## src/rtl/alu_pkg.sv

```systemverilog
// Shared definitions for the ALU command controller: opcodes, flag layout,
// FSM state encoding and small flag helpers.
package alu_pkg;

    localparam logic [3:0] OP_SHL_A = 4'd0;
    localparam logic [3:0] OP_SHL_B = 4'd1;
    localparam logic [3:0] OP_SHR_A = 4'd2;
    localparam logic [3:0] OP_SHR_B = 4'd3;
    localparam logic [3:0] OP_AND   = 4'd4;
    localparam logic [3:0] OP_OR    = 4'd5;
    localparam logic [3:0] OP_XOR   = 4'd6;
    localparam logic [3:0] OP_NOT_A = 4'd7;
    localparam logic [3:0] OP_ADD   = 4'd8;
    localparam logic [3:0] OP_SUB   = 4'd9;
    localparam logic [3:0] OP_READ  = 4'd14;
    localparam logic [3:0] OP_LOAD  = 4'd15;

    localparam int FLAG_C = 0;
    localparam int FLAG_Z = 1;
    localparam int FLAG_N = 2;

    typedef enum logic [1:0] {
        ST_IDLE    = 2'd0,
        ST_ISSUE   = 2'd1,
        ST_CAPTURE = 2'd2,
        ST_RESP    = 2'd3
    } state_t;

    // Pack individual flags into the {negative, zero, carry} response vector.
    function automatic logic [2:0] make_flags(input logic n, input logic z, input logic c);
        logic [2:0] f;
        f         = '0;
        f[FLAG_N] = n;
        f[FLAG_Z] = z;
        f[FLAG_C] = c;
        return f;
    endfunction

    // Flags for values that bypass the ALU (LOAD immediate, READ of a register).
    function automatic logic [2:0] value_flags(input logic [31:0] v);
        return make_flags(v[31], v == 32'd0, 1'b0);
    endfunction

    // Everything except READ and LOAD goes through the ALU, reserved codes included.
    function automatic logic is_alu_op(input logic [3:0] op);
        return (op != OP_READ) && (op != OP_LOAD);
    endfunction

endpackage

```

## src/rtl/alu_regfile.sv

```systemverilog
// Operand register file: NREG x 32 bits, two combinational read ports,
// one synchronous write port, synchronous clear on reset.
module alu_regfile
    import alu_pkg::*;
#(
    parameter  int NREG = 8,
    localparam int RW   = $clog2(NREG)
) (
    input  logic          clk,
    input  logic          rst,
    input  logic [RW-1:0] rd_addr_a,
    input  logic [RW-1:0] rd_addr_b,
    output logic [31:0]   rd_data_a,
    output logic [31:0]   rd_data_b,
    input  logic          wr_en,
    input  logic [RW-1:0] wr_addr,
    input  logic [31:0]   wr_data
);

    logic [31:0] regs [NREG];

    // Single write port; reset clears every entry so reads after reset see zero.
    always_ff @(posedge clk) begin
        if (rst) begin
            for (int i = 0; i < NREG; i++) begin
                regs[i] <= '0;
            end
        end else if (wr_en) begin
            regs[wr_addr] <= wr_data;
        end
    end

    assign rd_data_a = regs[rd_addr_a];
    assign rd_data_b = regs[rd_addr_b];

endmodule

```

## src/rtl/alu_cmd_ctrl.sv

```systemverilog
// Command-side controller for the registered ALU: accepts commands, drives
// operands into the ALU, writes results back and returns responses.
module alu_cmd_ctrl
    import alu_pkg::*;
#(
    parameter  int NREG = 8,
    localparam int RW   = $clog2(NREG)
) (
    input  logic          clk,
    input  logic          rst,
    input  logic          cmd_valid,
    output logic          cmd_ready,
    input  logic [3:0]    cmd_op,
    input  logic [RW-1:0] cmd_dst,
    input  logic [RW-1:0] cmd_src_a,
    input  logic [RW-1:0] cmd_src_b,
    input  logic [31:0]   cmd_imm,
    output logic          rsp_valid,
    input  logic          rsp_ready,
    output logic [31:0]   rsp_data,
    output logic [2:0]    rsp_flags,
    output logic [15:0]   op_count,
    output logic [31:0]   alu_port_A,
    output logic [31:0]   alu_port_B,
    output logic [3:0]    alu_opcode,
    input  logic [31:0]   alu_result,
    input  logic          alu_negative,
    input  logic          alu_zero,
    input  logic          alu_carry
);

    state_t        state;
    state_t        next_state;
    logic [RW-1:0] dst_q;
    logic [31:0]   rd_a;
    logic [31:0]   rd_b;
    logic          wr_en;
    logic [RW-1:0] wr_addr;
    logic [31:0]   wr_data;

    alu_regfile #(.NREG(NREG)) regfile (
        .clk       (clk),
        .rst       (rst),
        .rd_addr_a (cmd_src_a),
        .rd_addr_b (cmd_src_b),
        .rd_data_a (rd_a),
        .rd_data_b (rd_b),
        .wr_en     (wr_en),
        .wr_addr   (wr_addr),
        .wr_data   (wr_data)
    );

    // State register; reset abandons any in-flight command.
    always_ff @(posedge clk) begin
        if (rst) begin
            state <= ST_IDLE;
        end else begin
            state <= next_state;
        end
    end

    // Next-state and handshake outputs; LOAD/READ skip straight to the response.
    always_comb begin
        next_state = state;
        cmd_ready  = 1'b0;
        rsp_valid  = 1'b0;
        case (state)
            ST_IDLE: begin
                cmd_ready = 1'b1;
                if (cmd_valid) begin
                    next_state = is_alu_op(cmd_op) ? ST_ISSUE : ST_RESP;
                end
            end
            ST_ISSUE:   next_state = ST_CAPTURE;
            ST_CAPTURE: next_state = ST_RESP;
            ST_RESP: begin
                rsp_valid = 1'b1;
                if (rsp_ready) begin
                    next_state = ST_IDLE;
                end
            end
            default:    next_state = ST_IDLE;
        endcase
    end

    // Register file write: LOAD writes at acceptance, ALU ops write back in CAPTURE.
    always_comb begin
        wr_en   = 1'b0;
        wr_addr = cmd_dst;
        wr_data = cmd_imm;
        if (state == ST_IDLE && cmd_valid && cmd_op == OP_LOAD) begin
            wr_en = 1'b1;
        end else if (state == ST_CAPTURE) begin
            wr_en   = 1'b1;
            wr_addr = dst_q;
            wr_data = alu_result;
        end
    end

    // Operand, response and counter registers; ALU outputs only change on ALU-op acceptance.
    always_ff @(posedge clk) begin
        if (rst) begin
            alu_port_A <= '0;
            alu_port_B <= '0;
            alu_opcode <= '0;
            dst_q      <= '0;
            rsp_data   <= '0;
            rsp_flags  <= '0;
            op_count   <= '0;
        end else begin
            case (state)
                ST_IDLE: begin
                    if (cmd_valid) begin
                        if (is_alu_op(cmd_op)) begin
                            alu_port_A <= rd_a;
                            alu_port_B <= rd_b;
                            alu_opcode <= cmd_op;
                            dst_q      <= cmd_dst;
                        end else if (cmd_op == OP_LOAD) begin
                            rsp_data  <= cmd_imm;
                            rsp_flags <= value_flags(cmd_imm);
                        end else begin
                            rsp_data  <= rd_a;
                            rsp_flags <= value_flags(rd_a);
                        end
                    end
                end
                ST_CAPTURE: begin
                    rsp_data  <= alu_result;
                    rsp_flags <= make_flags(alu_negative, alu_zero, alu_carry);
                end
                ST_RESP: begin
                    if (rsp_ready) begin
                        op_count <= op_count + 16'd1;
                    end
                end
                default: begin
                end
            endcase
        end
    end

endmodule
```

## config.mk

```make
export PLATFORM = sky130hd
export DESIGN_NAME = alu_cmd_ctrl
export DESIGN_NICKNAME = d
export VERILOG_FILES = /design/src/rtl/alu_pkg.sv /design/src/rtl/alu_regfile.sv /design/src/rtl/alu_cmd_ctrl.sv
export SDC_FILE = /design/constraint.sdc
export NUM_CORES = 1
export LEC_CHECK = 0
export CAP_MARGIN = 25
export CORE_UTILIZATION = 40
export DETAILED_ROUTE_END_ITERATION = 7
export HOLD_SLACK_MARGIN = 0.02
export PLACE_DENSITY = 0.65
export SKIP_CTS_REPAIR_TIMING = 1
export SYNTH_ARGS = -nofsm -noshare
export SYNTH_HDL_FRONTEND = slang
export SYNTH_SLANG_ARGS = --single-unit
export TNS_END_PERCENT = 100
```

## constraint.sdc

```tcl
create_clock -name clk -period 4.2 [get_ports clk]
set_input_delay 0.42 -clock clk [delete_from_list [all_inputs] [get_ports clk]]
set_output_delay 0.42 -clock clk [all_outputs]
set_load 0.02 [all_outputs]
```

==> results.txt, run 1 <==
Flop Count - 380
Clk latency late pin - 570 ps
Final Instance Count excl. Fillers - 2283
Via density - 5.90
Start point of the critical path - state[0]
Number of stages on the worst setup path - 7
Worst-case hold slack - 322 ps
Post-Route Skew - 15.2 ps
Number of placed I/O pins - 205
Mapped Cells - 1464
Xor-xnor portion of the synthesized cell area - 0.00578
Max-slew headroom - 0.299
Worst reg2reg path endpoint - regfile.regs[0][27]
Worst hold path depth - 2
Clock root cell - sky130_fd_sc_hd__clkbuf_16
Count of buffers inserted at the top-level ports - 204
Half-perimeter wire length after placement - 37700 µm
Number of clock sinks - 380
Fraction of the mapped netlist area in simple logic gates - 0.123
Maximum fanout encountered on the critical timing path - 25
Max Cap Viol - 0
RSZ-0062 raised after global routing - false
Most instantiated logic cell after routing - sky130_fd_sc_hd__nor2_1
Number of placed instances with taps included - 2203
Die height - 215 µm
Class of the tightest hold or removal check - input port to flip-flop
Final worst-path setup slack - 968 ps
Cell count of the worst reg-to-reg path - 7
CTS tree - built
Number of max-slew violations in the final report - 0
Count of inserted tapcells - 592
Worst stage delay on the critical path - 830 ps
Minimum period implied by the final worst setup slack - 3230 ps
Prevailing logic family in the synthesized netlist - multiplexers
Leading cell types by count after synthesis - sky130_fd_sc_hd__nor2_1 (413), sky130_fd_sc_hd__edfxtp_1 (256), sky130_fd_sc_hd__dfxtp_1 (124)
Psw - 3520 µW
Fin area - 22400 µm²
Worst-case setup slack after placement - 620 ps
Max-area cell share - 0.423
Type of element capturing the critical path - flip-flop
Overall overflow remaining after global route - 0
Max VDD drop - 0.000330 V
Via count of the first global-routing pass - 13400
CP Buf/Inv Count - 2
Cell type contributing the most total cell area after synthesis - sky130_fd_sc_hd__edfxtp_1
Netlist cell types - 44
Ordered list of cells on the worst path - inv_1, ha_1, nand2_1, o21ai_4, buf_4, mux2i_1, nor2_1
Highest routing layer actually used - met5
Logic area - 7490 µm²
Multi-input comb cells - 960
Flop2flop setup slack - 970 ps
Pwr dens - 511 nW/µm²
Post-route total power - 11400 µW
Mean Syn Cell Area - 12.4 µm²
Sum of negative setup slack - 0 ps
Synth Seq Share - 0.560
Library cell contributing the largest single delay on the critical path - sky130_fd_sc_hd__mux2i_1
Number of nets still failing antenna checks after routing - 0
Critical path endpoint - regfile.regs[0][27]
Clock buffers and inverters, area share - 0.0648
Biggest area contributors in the synthesized netlist - sky130_fd_sc_hd__edfxtp_1 (42%), sky130_fd_sc_hd__mux4_2 (15%), sky130_fd_sc_hd__dfxtp_1 (14%), sky130_fd_sc_hd__nor2_1 (8.5%), sky130_fd_sc_hd__mux2i_1 (5.5%)
Depth of the CTS H-tree - 2
Type of origin of the critical path - flip-flop
Routed len/inst - 25.0 µm
Start point of the worst hold path - rst
Worst setup path class - flip-flop to flip-flop
Power share of the combinational group - 0.260
# setup viols final - 0
Post-synthesis instance area - 18200 µm²
Count of inverters not on the clock network in the layout - 8
F_max - 0.309 GHz
TritonCTS buffer count - 43
Tally of filler cells in the layout - 3849
Share of the core filled by cells before placement - 0.408
Commonest register cell after synthesis - sky130_fd_sc_hd__edfxtp_1
Width of the chip - 215 µm
Post-layout period usage - 0.769
Maximum number of pins on one net before global-route repair - 108
Stage-log warning count - 32
Clock group power - 3850 µW
Cell Int Power - 7930 µW
Clock slew at reported path FFs - 60 ps
Power group with the highest consumption - sequential cells
Total routing resource utilization after global routing - 0.246
Fraction of area in non-clock buffers - 0.113
Yosys warns - 0
Bufs w/o clock - 263
Met3 GRT Util - 0.0419
Antenna diode count - 1
Combinational logic power - 2980 µW
Share of layout cells above drive strength 1 - 0.157
Final routed DRC violation total - 0
Synthesis-to-layout area growth - 23.4%
Proportion of register bits with asynchronous set or reset after synthesis - 0
Number of register bits inferred by synthesis - 380
Proportion of power drawn by the clock network - 0.336
WP data arrival - 3510 ps
Area figure in the yosys stat output - 18200 µm²
Area fraction in full adders, half adders and majority gates - 0.00344
Most instantiated logic cells after routing - sky130_fd_sc_hd__nor2_1 (412), sky130_fd_sc_hd__edfxtp_1 (256), sky130_fd_sc_hd__clkdlybuf4s50_1 (197), sky130_fd_sc_hd__dfxtp_1 (124), sky130_fd_sc_hd__mux4_2 (122)
Initial antenna violation count - 2
Synth mux share - 0.212
CP top delay family - multiplexers
Multi-input logic portion of the cell area - 0.334
Number of flip-flops in the largest register - 256
Global-route wire length before repair - 84800 µm
Most utilized layer in the global route result - met2
First-pass detailed-route iteration total - 5
Register name with the most flops - regfile.regs
Length of routed met3 wiring - 5350 µm
Area post-placement - 21000 µm²
Outcome - completed
Complex Gates by Area - 0.0650
Static leakage power - 0.00807 µW
Worst Hold Endpoint - alu_port_A[17]
Switching power share of the total - 0.307
Number of clock buffers in the layout - 69
# rows - 77
Std-Cell Core Area - 44500 µm²
Number of synthesized flops with an enable pin - 256
Final GP Congestion - 0.865
Wire length the detailed router placed on met1 - 22800 µm
Total die area - 46300 µm²
Detailed-routed wire length on met2 - 26800 µm
Cell type taking the most area - flip-flops and latches
Number of nets at floorplan - 1553
Number of nets at the end of the flow - 1745
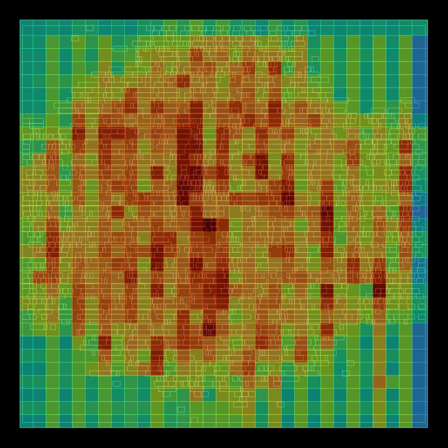
Fig. 1. Congestion heat map (run 1).
final core utilization: 0.504
met2 usage: 0.397

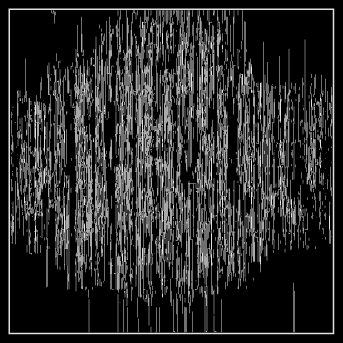
Fig. 2. The metal 2 layer (run 1).
Drawn at 1.5 px/µm.
The wires run mostly vertical. The longest straight run is 75.8 µm. 1493 nets have wire on it.
routed vias: 13500
total length of routed wires: 57100 µm

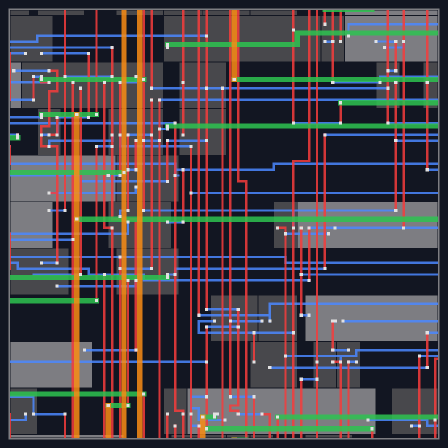
Fig. 3. Layout detail (run 1).
Window x 95 to 120, y 95 to 120 µm. Cells in gray, sequential cells in the stronger gray; small squares are vias.
Green shows met3. Red shows met2. Blue shows met1. Orange shows met4.
Sequential cells in the window: 4. Most frequent: nor2_1 (7), buf_4 (4), edfxtp_1 (4). 22 logic cells have their middle in the window. Netlist names of flops here include regfile.regs (4).

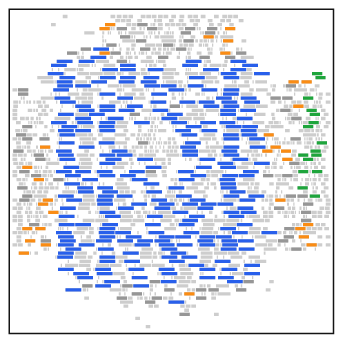
Fig. 4. Sequential cells colored by netlist name (run 1).
Drawn at 1.5 px/µm. Other sequential cells in the stronger gray, the rest of the logic in the fainter gray.
Orange shows alu_port_A, flops 32, where spread over the die. Green shows op_count, flops 16, where right middle. Blue shows regfile.regs, flops 256.
Another 76 sequential cells are not colored.
Seq. pwr: 4620 µW
proportion of cell area occupied by registers: 0.454
Sequential Area: 10200 µm²

==> inputs of run 2 (changes only) <==
Clock period 4.2 ns to 3.2 ns, I/O delays scaled along.
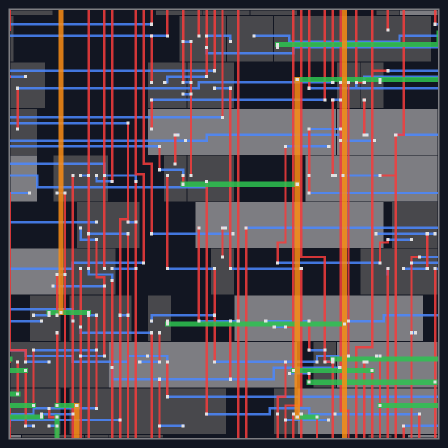
Fig. 5. Layout detail (run 2).
Window x 95 to 120, y 95 to 120 µm. Cells in gray, sequential cells in the stronger gray; small squares are vias.

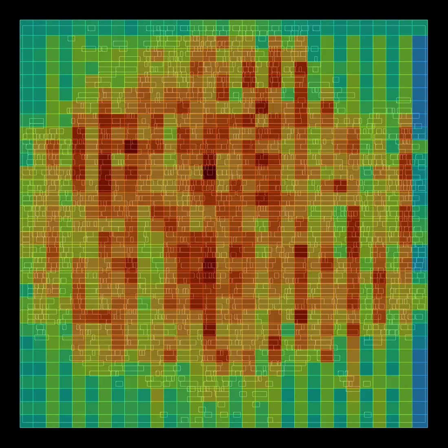
Fig. 6. Congestion heat map (run 2).
routed len/inst: 24.7 µm
total routing resource utilization after global routing: 0.249
met2 usage: 0.419
met3 GRT Util: 0.0471

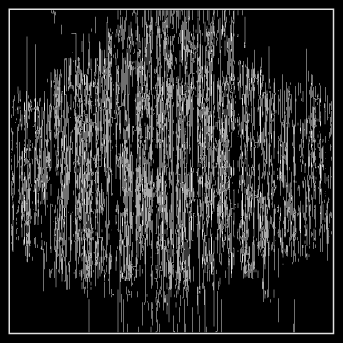
Fig. 7. The metal 2 layer (run 2).
Drawn at 1.5 px/µm.
The layer holds 49% of the routed length. The layer carries 28.2 mm of wire.

==> results.txt, run 2 <==
Worst-case setup slack after placement - 129 ps
Number of placed I/O pins - 205
Clock slew at reported path FFs - 60 ps
Worst Hold Endpoint - alu_port_A[17]
Post-synthesis instance area - 18200 µm²
Combinational logic power - 4080 µW
Post-Route Skew - 17.3 ps
Share of the core filled by cells before placement - 0.408
Bufs w/o clock - 320
Worst reg2reg path endpoint - regfile.regs[2][23]
Most instantiated logic cell after routing - sky130_fd_sc_hd__nor2_1
Clock group power - 5170 µW
Worst-case hold slack - 264 ps
Synth Seq Share - 0.560
Wire length the detailed router placed on met1 - 23000 µm
Cell type contributing the most total cell area after synthesis - sky130_fd_sc_hd__edfxtp_1
Psw - 4680 µW
Worst setup path class - flip-flop to flip-flop
Fraction of area in non-clock buffers - 0.133
Prevailing logic family in the synthesized netlist - multiplexers
Cell Int Power - 10600 µW
Multi-input comb cells - 960
Cell count of the worst reg-to-reg path - 9
Total length of routed wires - 57800 µm
Proportion of register bits with asynchronous set or reset after synthesis - 0
Type of element capturing the critical path - flip-flop
Final worst-path setup slack - 530 ps
Number of nets at the end of the flow - 1802
Post-layout period usage - 0.834
Seq. pwr - 6070 µW
Netlist cell types - 44
Ordered list of cells on the worst path - inv_1, ha_1, nand2_1, nor2_1, or3_1, a21oi_1, nand2_1, nand2b_1, buf_4
Number of clock buffers in the layout - 54
Type of origin of the critical path - flip-flop
Area figure in the yosys stat output - 18200 µm²
Antenna diode count - 1
Std-Cell Core Area - 44500 µm²
Maximum buffer depth of the clock tree - 3
Sum of negative setup slack - 0 ps
Clock root cell - sky130_fd_sc_hd__clkbuf_16
Clk latency late pin - 570 ps
Synth mux share - 0.212
Worst stage delay on the critical path - 370 ps
Maximum fanout encountered on the critical timing path - 15
Post-route total power - 15300 µW
Synthesis-to-layout area growth - 26.4%
Most instantiated logic cells after routing - sky130_fd_sc_hd__nor2_1 (412), sky130_fd_sc_hd__edfxtp_1 (256), sky130_fd_sc_hd__clkdlybuf4s50_1 (197), sky130_fd_sc_hd__dfxtp_1 (124), sky130_fd_sc_hd__mux4_2 (122)
Maximum number of pins on one net before global-route repair - 123
Number of clock sinks - 380
Die height - 215 µm
F_max - 0.375 GHz
CP top delay family - simple AND/OR/NAND/NOR gates
Share of layout cells above drive strength 1 - 0.185
Xor-xnor portion of the synthesized cell area - 0.00578
Sequential Area - 10200 µm²
Worst hold path depth - 2
Required time reported for the critical path endpoint - 3430 ps
CTS tree - built
Critical path endpoint - regfile.regs[2][23]
Max VDD drop - 0.000409 V
Outcome - completed
Switching power share of the total - 0.305
Width of the chip - 215 µm
Start point of the critical path - state[1]
TritonCTS buffer count - 43
Logic area - 7490 µm²
Total die area - 46300 µm²
CP Buf/Inv Count - 2
Number of nets at floorplan - 1553
Max Cap Viol - 0
Power share of the combinational group - 0.266
Highest routing layer actually used - met5
Proportion of power drawn by the clock network - 0.338
Leading cell types by count after synthesis - sky130_fd_sc_hd__nor2_1 (413), sky130_fd_sc_hd__edfxtp_1 (256), sky130_fd_sc_hd__dfxtp_1 (124)
Final GP Congestion - 0.858
Class of the tightest hold or removal check - input port to flip-flop
Most utilized layer in the global route result - met2
Global-route wire length before repair - 86800 µm
Initial antenna violation count - 3
# rows - 77
Cell type taking the most area - flip-flops and latches
Biggest area contributors in the synthesized netlist - sky130_fd_sc_hd__edfxtp_1 (42%), sky130_fd_sc_hd__mux4_2 (15%), sky130_fd_sc_hd__dfxtp_1 (14%), sky130_fd_sc_hd__nor2_1 (8.5%), sky130_fd_sc_hd__mux2i_1 (5.5%)
Max-area cell share - 0.423
Number of max-slew violations in the final report - 0
Max-slew headroom - 0.372
Area post-placement - 21500 µm²
Mapped Cells - 1464
RSZ-0062 raised after global routing - false
Fraction of the mapped netlist area in simple logic gates - 0.123
Count of buffers inserted at the top-level ports - 204
Stage-log warning count - 31
Flop Count - 380
Count of inserted tapcells - 592
Number of flip-flops in the largest register - 256
Register name with the most flops - regfile.regs
Number of nets still failing antenna checks after routing - 0
Minimum period implied by the final worst setup slack - 2670 ps
Commonest register cell after synthesis - sky130_fd_sc_hd__edfxtp_1
Overall overflow remaining after global route - 0
Tally of filler cells in the layout - 3863
Proportion of cell area occupied by registers - 0.443
First-pass detailed-route iteration total - 6
Detailed-routed wire length on met2 - 28200 µm
Number of register bits inferred by synthesis - 380
Final routed DRC violation total - 0
Depth of the CTS H-tree - 2
# setup viols final - 0
Yosys warns - 0
Complex Gates by Area - 0.0650
Via count of the first global-routing pass - 13700
Final Instance Count excl. Fillers - 2340
Final core utilization - 0.516
Area fraction in full adders, half adders and majority gates - 0.00344
Via density - 5.83
Power group with the highest consumption - sequential cells
Multi-input logic portion of the cell area - 0.326
Flop2flop setup slack - 530 ps
Length of routed met3 wiring - 4970 µm
Clock buffers and inverters, area share - 0.0643
Fin area - 23000 µm²
Mean Syn Cell Area - 12.4 µm²
Half-perimeter wire length after placement - 39000 µm
Number of placed instances with taps included - 2260
WP data arrival - 2900 ps
Library cell contributing the largest single delay on the critical path - sky130_fd_sc_hd__dfxtp_1
Number of synthesized flops with an enable pin - 256
Start point of the worst hold path - rst
Count of inverters not on the clock network in the layout - 8
Number of stages on the worst setup path - 9
Power is estimated from default activity; no workload was simulated.
